--- config.mk ---
export PLATFORM = sky130hd
export DESIGN_NAME = bt_cmd_seq
export DESIGN_NICKNAME = d
export VERILOG_FILES = /design/src/rtl/bt_pkg.sv /design/src/rtl/btn_edge.sv /design/src/rtl/bt_cmd_seq.sv
export SDC_FILE = /design/constraint.sdc
export NUM_CORES = 1
export LEC_CHECK = 0
export CORE_UTILIZATION = 55
export DETAILED_ROUTE_END_ITERATION = 7
export PLACE_DENSITY = 0.72
export SKIP_CTS_REPAIR_TIMING = 1
export SLEW_MARGIN = 25
export SYNTH_ARGS = -nofsm -noshare
export SYNTH_HDL_FRONTEND = slang
export SYNTH_SLANG_ARGS = --single-unit
--- constraint.sdc ---
create_clock -name clk -period 7.1 [get_ports clk]
set_input_delay 2.13 -clock clk [delete_from_list [all_inputs] [get_ports clk]]
set_output_delay 2.13 -clock clk [all_outputs]
set_load 0.03 [all_outputs]
--- src/rtl/bt_pkg.sv ---
// rtl/bt_pkg.sv - states, command entry type and command tables for bt_cmd_seq
package bt_pkg;

    typedef enum logic [2:0] {
        ST_PWRUP,
        ST_BOOT,
        ST_CFG,
        ST_IDLE,
        ST_CMD,
        ST_ERR
    } state_t;

    typedef struct packed {
        logic [4:0] start;
        logic [3:0] len;
    } cmd_t;

    localparam int NUM_CFG     = 2;
    localparam int NUM_BTN_TBL = 8;

    // Module configuration issued once after the boot banner.
    function automatic cmd_t cfg_entry(input logic [2:0] idx);
        cmd_t e;
        e = '0;
        case (idx)
            3'd0:    e = '{start: 5'd0, len: 4'd6};
            3'd1:    e = '{start: 5'd6, len: 4'd10};
            default: e = '0;
        endcase
        return e;
    endfunction

    // Button 0 = next track, button 1 = previous track, 2..7 spare.
    function automatic cmd_t btn_entry(input logic [2:0] idx);
        cmd_t e;
        e = '0;
        case (idx)
            3'd0:    e = '{start: 5'd16, len: 4'd4};
            3'd1:    e = '{start: 5'd20, len: 4'd4};
            default: e = '0;
        endcase
        return e;
    endfunction

endpackage

--- src/rtl/btn_edge.sv ---
// rtl/btn_edge.sv - two-flop synchroniser and press (falling edge) detector for one button
module btn_edge (
    input  logic clk,
    input  logic rst,
    input  logic btn_n,
    output logic fall
);

    logic s1, s2, s3;

    always_ff @(posedge clk or posedge rst) begin
        if (rst) begin
            s1 <= 1'b0;
            s2 <= 1'b0;
            s3 <= 1'b0;
        end else begin
            s1 <= btn_n;
            s2 <= s1;
            s3 <= s2;
        end
    end

    assign fall = s3 & ~s2;

endmodule

--- src/rtl/bt_cmd_seq.sv ---
// rtl/bt_cmd_seq.sv - Bluetooth module power-up, configuration and push-button command sequencer
module bt_cmd_seq
    import bt_pkg::*;
#(
    parameter int NUM_BTN     = 2,
    parameter int PWRUP_BITS  = 17,
    parameter int TIMEOUT_CYC = 1000000,
    parameter int MAX_RETRY   = 3
) (
    input  logic               clk,
    input  logic               rst,
    input  logic [NUM_BTN-1:0] btn_n,
    input  logic               resp_rcvd,
    output logic               send,
    output logic [4:0]         cmd_start,
    output logic [3:0]         cmd_len,
    output logic               cmd_n,
    output logic               busy,
    output logic               err
);

    localparam int TW = $clog2(TIMEOUT_CYC + 1);
    localparam int RW = (MAX_RETRY < 1) ? 1 : $clog2(MAX_RETRY + 1);
    localparam logic [TW-1:0] TO_LAST   = TW'(TIMEOUT_CYC - 1);
    localparam logic [RW-1:0] RETRY_MAX = RW'(MAX_RETRY);
    localparam logic [2:0]    CFG_LAST  = 3'(NUM_CFG - 1);

    state_t state, state_nx;
    logic [PWRUP_BITS-1:0] hold_cnt;
    logic [TW-1:0] timer;
    logic [RW-1:0] retry;
    logic [2:0] cfg_idx, cfg_nx, sel;
    logic resend_q, send_q, err_q;
    logic send_new, send_rep, set_resend, resp_ok, timeout, armed;
    cmd_t cur, new_cmd;
    logic [NUM_BTN-1:0] pending, fall, clr;

    for (genvar g = 0; g < NUM_BTN; g++) begin : g_btn
        btn_edge u_edge (
            .clk   (clk),
            .rst   (rst),
            .btn_n (btn_n[g]),
            .fall  (fall[g])
        );
    end

    // A response in the cycle right after a send cannot belong to that send.
    assign resp_ok = resp_rcvd & ~send_q;
    assign timeout = (timer == TO_LAST);
    assign armed   = (state != ST_PWRUP) && (state != ST_ERR);

    always_comb begin
        state_nx   = state;
        send_new   = 1'b0;
        send_rep   = 1'b0;
        set_resend = 1'b0;
        new_cmd    = '0;
        cfg_nx     = cfg_idx;
        clr        = '0;
        sel        = '0;
        case (state)
            ST_PWRUP: if (&hold_cnt) state_nx = ST_BOOT;
            ST_BOOT: begin
                if (resp_ok) begin
                    send_new = 1'b1;
                    new_cmd  = cfg_entry(3'd0);
                    cfg_nx   = 3'd0;
                    state_nx = ST_CFG;
                end
            end
            ST_CFG, ST_CMD: begin
                if (resp_ok) begin
                    if (state == ST_CMD || cfg_idx == CFG_LAST) begin
                        state_nx = ST_IDLE;
                    end else begin
                        send_new = 1'b1;
                        cfg_nx   = cfg_idx + 3'd1;
                        new_cmd  = cfg_entry(cfg_idx + 3'd1);
                    end
                end else if (resend_q) begin
                    send_rep = 1'b1;
                end else if (timeout) begin
                    if (retry == RETRY_MAX) state_nx = ST_ERR;
                    else                    set_resend = 1'b1;
                end
            end
            ST_IDLE: begin
                // Scan downward so the lowest pending index is the one kept.
                for (int i = NUM_BTN - 1; i >= 0; i--) begin
                    if (pending[i]) begin
                        sel    = 3'(i);
                        clr    = '0;
                        clr[i] = 1'b1;
                    end
                end
                if (|pending) begin
                    send_new = 1'b1;
                    new_cmd  = btn_entry(sel);
                    state_nx = ST_CMD;
                end
            end
            ST_ERR:  state_nx = ST_PWRUP;
            default: state_nx = ST_PWRUP;
        endcase
    end

    assign send  = send_new | send_rep;
    assign busy  = (state != ST_IDLE);
    assign cmd_n = (state == ST_PWRUP) || (state == ST_ERR);
    assign err   = err_q;

    always_comb begin
        cmd_start = '0;
        cmd_len   = '0;
        if (send_new) begin
            cmd_start = new_cmd.start;
            cmd_len   = new_cmd.len;
        end else if (state == ST_CFG || state == ST_CMD) begin
            cmd_start = cur.start;
            cmd_len   = cur.len;
        end
    end

    always_ff @(posedge clk or posedge rst) begin
        if (rst) begin
            state    <= ST_PWRUP;
            hold_cnt <= '0;
            timer    <= '0;
            retry    <= '0;
            cfg_idx  <= '0;
            resend_q <= 1'b0;
            send_q   <= 1'b0;
            err_q    <= 1'b0;
            cur      <= '0;
            pending  <= '0;
        end else begin
            state    <= state_nx;
            send_q   <= send;
            resend_q <= set_resend;
            cfg_idx  <= cfg_nx;
            err_q    <= err_q | (state_nx == ST_ERR);
            if (state == ST_ERR)        hold_cnt <= '0;
            else if (state == ST_PWRUP) hold_cnt <= hold_cnt + 1'b1;
            if (send_new) cur <= new_cmd;
            if (send)                                      timer <= '0;
            else if (state == ST_CFG || state == ST_CMD)  timer <= timer + 1'b1;
            if (send_new)      retry <= '0;
            else if (send_rep) retry <= retry + 1'b1;
            if (state == ST_ERR) pending <= '0;
            else                 pending <= (pending & ~clr) | (fall & {NUM_BTN{armed}});
        end
    end

endmodule

==> run_1/cell_density.png <==
Drawn at 4 px/micron. 8 x 8 tiles, from dark blue (low) to red (high), 0 to 100% covered.
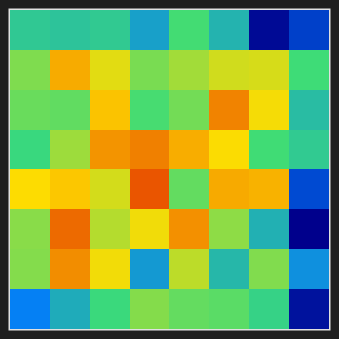
densest ninth of the die	middle
emptiest ninth of the die	bottom right
nearly empty tiles	1.6%
fullest tile	90%
tiles over 75% full	20%

==> run_1/placement_by_type.png <==
Drawn at 4 px/micron.
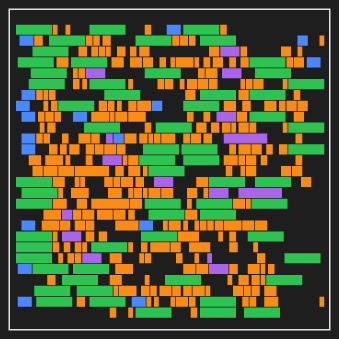
class	colour	cells
flops	green	61
other buffers and delay cells	blue	17
combinational and other logic	orange	257
clock drivers and dummy loads	purple	15

==> changes_impl.md, run 1 <==
### Changed

- Regs by FF count: timer: 20 flops, hold_cnt: 17 flops, cur: 5 flops
- Gr busiest metal: met2
- Non-clk bufs: 17
- Antenna Nets Post-Route: 0
- CTS root buf: clkbuf_8
- Sw power: 0.144 mW
- Global-route met1 utilization: 0.335
- Status: complete, no violations
- Layout non-clock buf frac: 0.0442
- Top delay family on crit path: buffers and inverters
- Tap cells: 72
- Top Metal Used: met4
- GR met3 Demand/Resource: 0.0469
- Reg2reg start: state[0]
- Fmax: 153 MHz
- R2r setup slk: 4750 ps
- Pwr top: registers
- TritonRoute pass-1 iters: 4
- Crit path max fanout: 7
- Layout cells sized above 1: 0.0829
- Leak: 1.54 nW
- Clock network share of area: 0.0581
- Total negative slack: 0 ps
- Final Cell Area: between 3000 and 4000 sq um
- Core area: between 5000 and 6000 sq um
- Antenna fix cells: 0
- Chip area in the Yosys report: approximately 3300 sq um
- Synth warn: 0
- Initial DRC Count: 231
- Post-synth top cells: dfrtp_1 (61), a21oi_1 (27), nand2_1 (25)
- Vias: 2652
- Comb area leader: simple AND/OR/NAND/NOR gates
- Max incr delay on CP: around 710 ps
- Post-layout util: 0.649
- Crit Path Class: primary input to primary output
- Slew Limit Fails: 0
- Net count reported at finish: 359
- Area share, top type: 0.459
- CTS tree: built
- CP Data Arrival Time: 4410 ps
- Seq area share: 0.415
- Yosys xor share: 0.0343
- Crit path top cell by count: clkdlybuf4s50_1
- Biggest register: timer
- Clk ins delay skew pair: 340 ps
- Max rail drop VDD: approximately 140 uV
- Final Hold Vio Count: 0
- Rel. slew slack: 0.495
- Sink Count: approximately 61
- Max clock buf depth: 2
- Mux share: 0.0124
- Wire length of the first global-routing pass: 11900 microns
- Post-DR vias/cell: around 6.3
- Max-cap viol count: 0
- Flop Count: 61
- Hold path startpoint: g_btn[1].u_edge.s1
- Ys cells: 334
- Ys flops: 61
- Gr usage total: 0.245
- Max reg flops: 20
- Initial antenna violation count: 0
- # setup viols final: 0
- Crit end category: primary output
- Worst-path cell chain: clkdlybuf4s50_1 > nand2b_1 > nor4b_4 > nand3_1 > a41oi_1 > clkdlybuf4s50_1
- Post-synth cell types: 55
- Clock Buffer Count: 11
- Area growth from synthesis to layout: 10.8%
- Met3 Wirelength: a little under 300 microns
- Die Y: 79.7 microns
- Combinational share of power: 0.021
- FA/HA/MAJ Cells, Area Fraction: 0.0301
- Synthesized area: 3320 sq um
- Largest net degree at the start of global routing: ~62
- Hold crit path type: flip-flop to flip-flop
- Global placer's final weighted congestion: 0.770
- Drt wl/cell: 16.3 microns
- CP Launch Type: primary input
==> run_1/io_fan.png <==
Drawn at 3 px/micron.
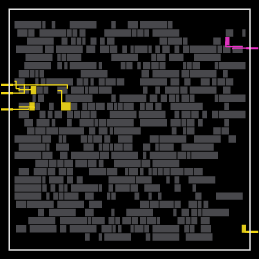
port	colour	bits	direction	edge	end cells	buffers	wire
cmd_len	yellow	4	output	3 left, 1 right	4	3	54.4 microns
rst	magenta	1	input	right	1	1	12.7 microns

[run 1: logic make-up (layout without fill, tap and decap cells)]
family                   count (synthesis)  count (layout)
AND/OR/NAND/NOR                        143             143
AND-OR/OR-AND                           77              77
flip-flops                              61              61
buffers and inverters                   27              41
XOR/XNOR                                13              13
adder cells (fa/ha/maj)                  8               8
multiplexers                             4               4
other                                    1               3
[run 1: how the worst max path moves through the flow]
stage          startpoint           end  slack [ps]  depth (start not counted)
2_1_floorplan   resp_rcvd  cmd_start[1]        1300                          6
3_3_place_gp    resp_rcvd    cmd_len[2]         570                          6
3_5_place_dp    resp_rcvd    cmd_len[2]         580                          6
4_1_cts         resp_rcvd    cmd_len[2]         570                          6
5_1_grt         resp_rcvd    cmd_len[2]         370                          6
6_report        resp_rcvd    cmd_len[2]         560                          6
==> inputs of run 2 (changes only) <==
Settings changed: SKIP_CTS_REPAIR_TIMING 1 to default, SLEW_MARGIN 25 to 20.
Clock period 7.1 ns to 8.1 ns, I/O delays scaled along.
==> run_2/placement_by_type.png <==
Drawn at 4 px/micron.
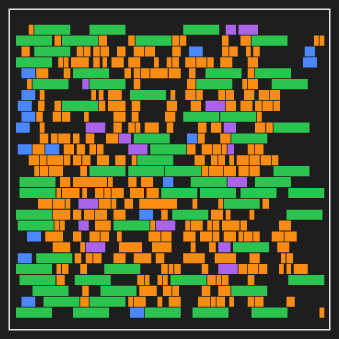
class	colour	cells
clock drivers and dummy loads	purple	16
combinational and other logic	orange	257
flops	green	61
other buffers and delay cells	blue	17

==> run 2 against run 1 <==
Setup slack gained 380 ps. Utilization is 0.68 points lower. Clock skew down 7.1 ps. Power down 20%. Critical endpoint unchanged. Combinational power is about 10% lower. Sequential cell count unchanged. Sequential power decreased by 13%. Critical path depth is the same. Cell area down 1.1%. Hold slack worse by 5.3 ps. Register-to-register slack improved by 940 ps. Highest routed layer unchanged. Sequential share of layout area rose by 0.44 points.
==> changes_impl.md, run 2 <==
### Changed

- Crit path top cell by count: clkdlybuf4s50_1 (unchanged)
- Crit path to: cmd_len[2] (unchanged)
- Leak: 1.52 nW (was 1.54 nW)
- CTS buffer count: 9 (unchanged)
- Chip area in the Yosys report: 3320 sq um (unchanged)
- Slew Limit Fails: 0 (unchanged)
- Comb area leader: simple AND/OR/NAND/NOR gates (unchanged)
- Final Cell Area: 3640 sq um (was 3680 sq um)
- Most instantiated logic cells after routing: dfrtp_1 (61), a21oi_1 (27), nand2_1 (25) (unchanged)
- Core area: 5680 sq um (unchanged)
- CTS tree: built (unchanged)
- Tap cells: 72 (unchanged)
- Non-clk bufs: 17 (unchanged)
- Max incr delay on CP: 700 ps (was 710 ps)
- Combinational share of power: 0.023 (was 0.021)
- Combinational Power: 0.0129 mW (was 0.0148 mW)
- Initial antenna violation count: 0 (unchanged)
- Drt wl/cell: 16.1 microns (was 16.3 microns)
- Post-synth top cells: dfrtp_1 (61), a21oi_1 (27), nand2_1 (25) (unchanged)
- CP Depth: 6 (unchanged)
- Wire length of the first global-routing pass: 11900 microns (about the same)
- Max clock buf depth: 2 (unchanged)
- Total negative slack: 0 ps (unchanged)
- Seq area share: 0.419 (was 0.415)
- Top delay family on crit path: buffers and inverters (unchanged)
- Clk ins delay skew pair: 340 ps (about the same)
- Reg2reg start: state[0] (unchanged)
- Biggest register: timer (unchanged)
- Die Y: 79.7 microns (unchanged)
- Rel. slew slack: 0.489 (was 0.495)
- Max-cap viol count: 0 (unchanged)
- Ys flops: 61 (unchanged)
- Mux share: 0.0124 (unchanged)
- Synth warn: 0 (unchanged)
- Storage cell area: 1530 sq um (unchanged)
- Met2 Resource Use GR: 0.379 (was 0.374)
- CP Launch Type: primary input (unchanged)
- Crit path from: resp_rcvd (unchanged)
- Worst-path cell chain: clkdlybuf4s50_1 > nand2b_1 > nor4b_4 > nand3_1 > a41oi_1 > clkdlybuf4s50_1 (unchanged)
- Ys cells: 334 (unchanged)
- Max reg flops: 20 (unchanged)
- Sw power: 0.140 mW (was 0.144 mW)
- Yosys xor share: 0.0343 (unchanged)
- Crit path max fanout: 7 (unchanged)
- Post-DR vias/cell: 6.29 (was 6.28)
- CTS root buf: clkbuf_8 (unchanged)
- Post-layout util: 0.642 (was 0.649)
- R2r setup slk: 5690 ps (was 4750 ps)
- Largest net degree at the start of global routing: 62 (unchanged)
- CP Data Arrival Time: 4730 ps (was 4410 ps)
- TritonRoute pass-1 iters: 4 (unchanged)
- GR met3 Demand/Resource: 0.0480 (was 0.0469)
- Crit Path Class: primary input to primary output (unchanged)
- Fin crit period: 7160 ps
- Gr usage total: 0.249 (was 0.245)
- Crit end category: primary output (unchanged)
- Gr busiest metal: met2 (unchanged)
- Die extent in x: 79.7 microns (unchanged)
- Antenna fix cells: 0 (unchanged)
- Status: complete, no violations (unchanged)
- Antenna Nets Post-Route: 0 (unchanged)
- Clock network share of area: 0.0481 (was 0.0581)
- Initial DRC Count: 175 (was 231)
- Area share, top type: 0.459 (unchanged)
- Clock Buffer Count: 9 (was 11)
- Flop Count: 61 (unchanged)
- Net count reported at finish: 359 (unchanged)
- Vias: 2662 (was 2652)
- Regs by FF count: timer: 20 flops, hold_cnt: 17 flops, cur: 5 flops (unchanged)
- Global-route met1 utilization: 0.341 (was 0.335)
- Max rail drop VDD: 85.6 uV (was 140 uV)
- Pwr top: registers (unchanged)
- # setup viols final: 0 (unchanged)
## run 2: cell counts after synthesis
No cell type changed its count.
## run 2: worst min-delay path by stage
| stage | startpoint | depth (start not counted) | to |
|---|---|---|---|
| 4_1_cts | g_btn[1].u_edge.s1 | 0 | g_btn[1].u_edge.s2 |
| 5_1_grt | g_btn[1].u_edge.s1 | 0 | g_btn[1].u_edge.s2 |
| 2_1_floorplan | g_btn[0].u_edge.s1 | 0 | g_btn[0].u_edge.s2 |
| 3_5_place_dp | g_btn[1].u_edge.s1 | 0 | g_btn[1].u_edge.s2 |
| 3_3_place_gp | g_btn[1].u_edge.s1 | 0 | g_btn[1].u_edge.s2 |
| 6_report | g_btn[1].u_edge.s1 | 0 | g_btn[1].u_edge.s2 |
==> inputs of run 3 (changes only) <==
Settings changed: SKIP_LAST_GASP from default to 1.
==> run_3/io_fan.png <==
Drawn at 3 px/micron.
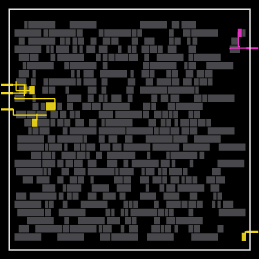
port	colour	bits	direction	edge	end cells	buffers	wire
cmd_len	yellow	4	output	3 left, 1 right	4	3	59.2 microns
rst	magenta	1	input	right	1	1	11.6 microns

==> run 3 against run 2 <==
Cell area unchanged. Non-clock buffer count stayed put. Combinational power about the same. Setup slack stayed put. Critical endpoint unchanged.
==> changes_impl.md, run 3 <==
### Changed

- Non-clk bufs: 17 (unchanged)
- FA/HA/MAJ Cells, Area Fraction: 0.0301 (unchanged)
- Initial DRC Count: 175 (unchanged)
- Net count reported at finish: 359 (unchanged)
- Fin crit period: 7160 ps (unchanged)
- Layout cells sized above 1: 0.0883 (unchanged)
- Chip area in the Yosys report: 3320 sq um (unchanged)
- CTS root buf: clkbuf_8 (unchanged)
- Flop Count: 61 (unchanged)
- Crit path max fanout: 7 (unchanged)
- Hold crit path type: flip-flop to flip-flop (unchanged)
- Ys cells: 334 (unchanged)
- Clock Buffer Count: 9 (unchanged)
- Regs by FF count: timer: 20 flops, hold_cnt: 17 flops, cur: 5 flops (unchanged)
- Storage cell area: 1530 sq um (unchanged)
- Largest net degree at the start of global routing: 62 (unchanged)
- Crit end category: primary output (unchanged)
- Crit Path Class: primary input to primary output (unchanged)
- Synthesized area: 3320 sq um (unchanged)
- Max rail drop VDD: 85.6 uV (unchanged)
- Tap cells: 72 (unchanged)
- Post-layout util: 0.642 (unchanged)
- Vias: 2662 (unchanged)
- Die Y: 79.7 microns (unchanged)
- Post-DR vias/cell: 6.29 (unchanged)
- R2r setup slk: 5690 ps (about the same)
- Max reg flops: 20 (unchanged)
- Crit path top cell by count: clkdlybuf4s50_1 (unchanged)
- Ys flops: 61 (unchanged)
- Initial antenna violation count: 0 (unchanged)
- Status: complete, no violations (unchanged)
- Max incr delay on CP: 700 ps (about the same)
- Fmax: 140 MHz (unchanged)
- Max clock buf depth: 2 (unchanged)
- Comb area leader: simple AND/OR/NAND/NOR gates (unchanged)
- Global placer's final weighted congestion: 0.789 (unchanged)
- Sw power: 0.140 mW (unchanged)
- Rel. slew slack: 0.489 (unchanged)
- Combinational Power: 0.0129 mW (about the same)
- TritonRoute pass-1 iters: 4 (unchanged)
- CP Launch Type: primary input (unchanged)
- Post-synth top cells: dfrtp_1 (61), a21oi_1 (27), nand2_1 (25) (unchanged)
- Clk ins delay skew pair: 340 ps (about the same)
- Final Cell Area: 3640 sq um (unchanged)
- Antenna Nets Post-Route: 0 (unchanged)
- Final Hold Vio Count: 0 (unchanged)
-- run 3: cell counts after synthesis --
No cell type changed its count.
-- run 3: path summary, 6_finish.rpt --
path,startpoint,depth (start not counted),end
max,resp_rcvd,6,cmd_len[2]
min reg2reg,g_btn[1].u_edge.s1,0,g_btn[1].u_edge.s2
max in group asynchronous,rst,3,hold_cnt[13]
min in group asynchronous,rst,3,timer[15]
max reg2reg,state[0],5,timer[1]
min,g_btn[1].u_edge.s1,0,g_btn[1].u_edge.s2
-- run 3: routing by layer --
layer  track usage  part of all wire  up-vias
li1              -                 -     1291
met1         0.341              0.47     1289
met2         0.379              0.47       70
met3        0.0480             0.039       12
met4         0.118             0.020        0
met5             0                 0        -
Power is estimated from default activity; no workload was simulated.
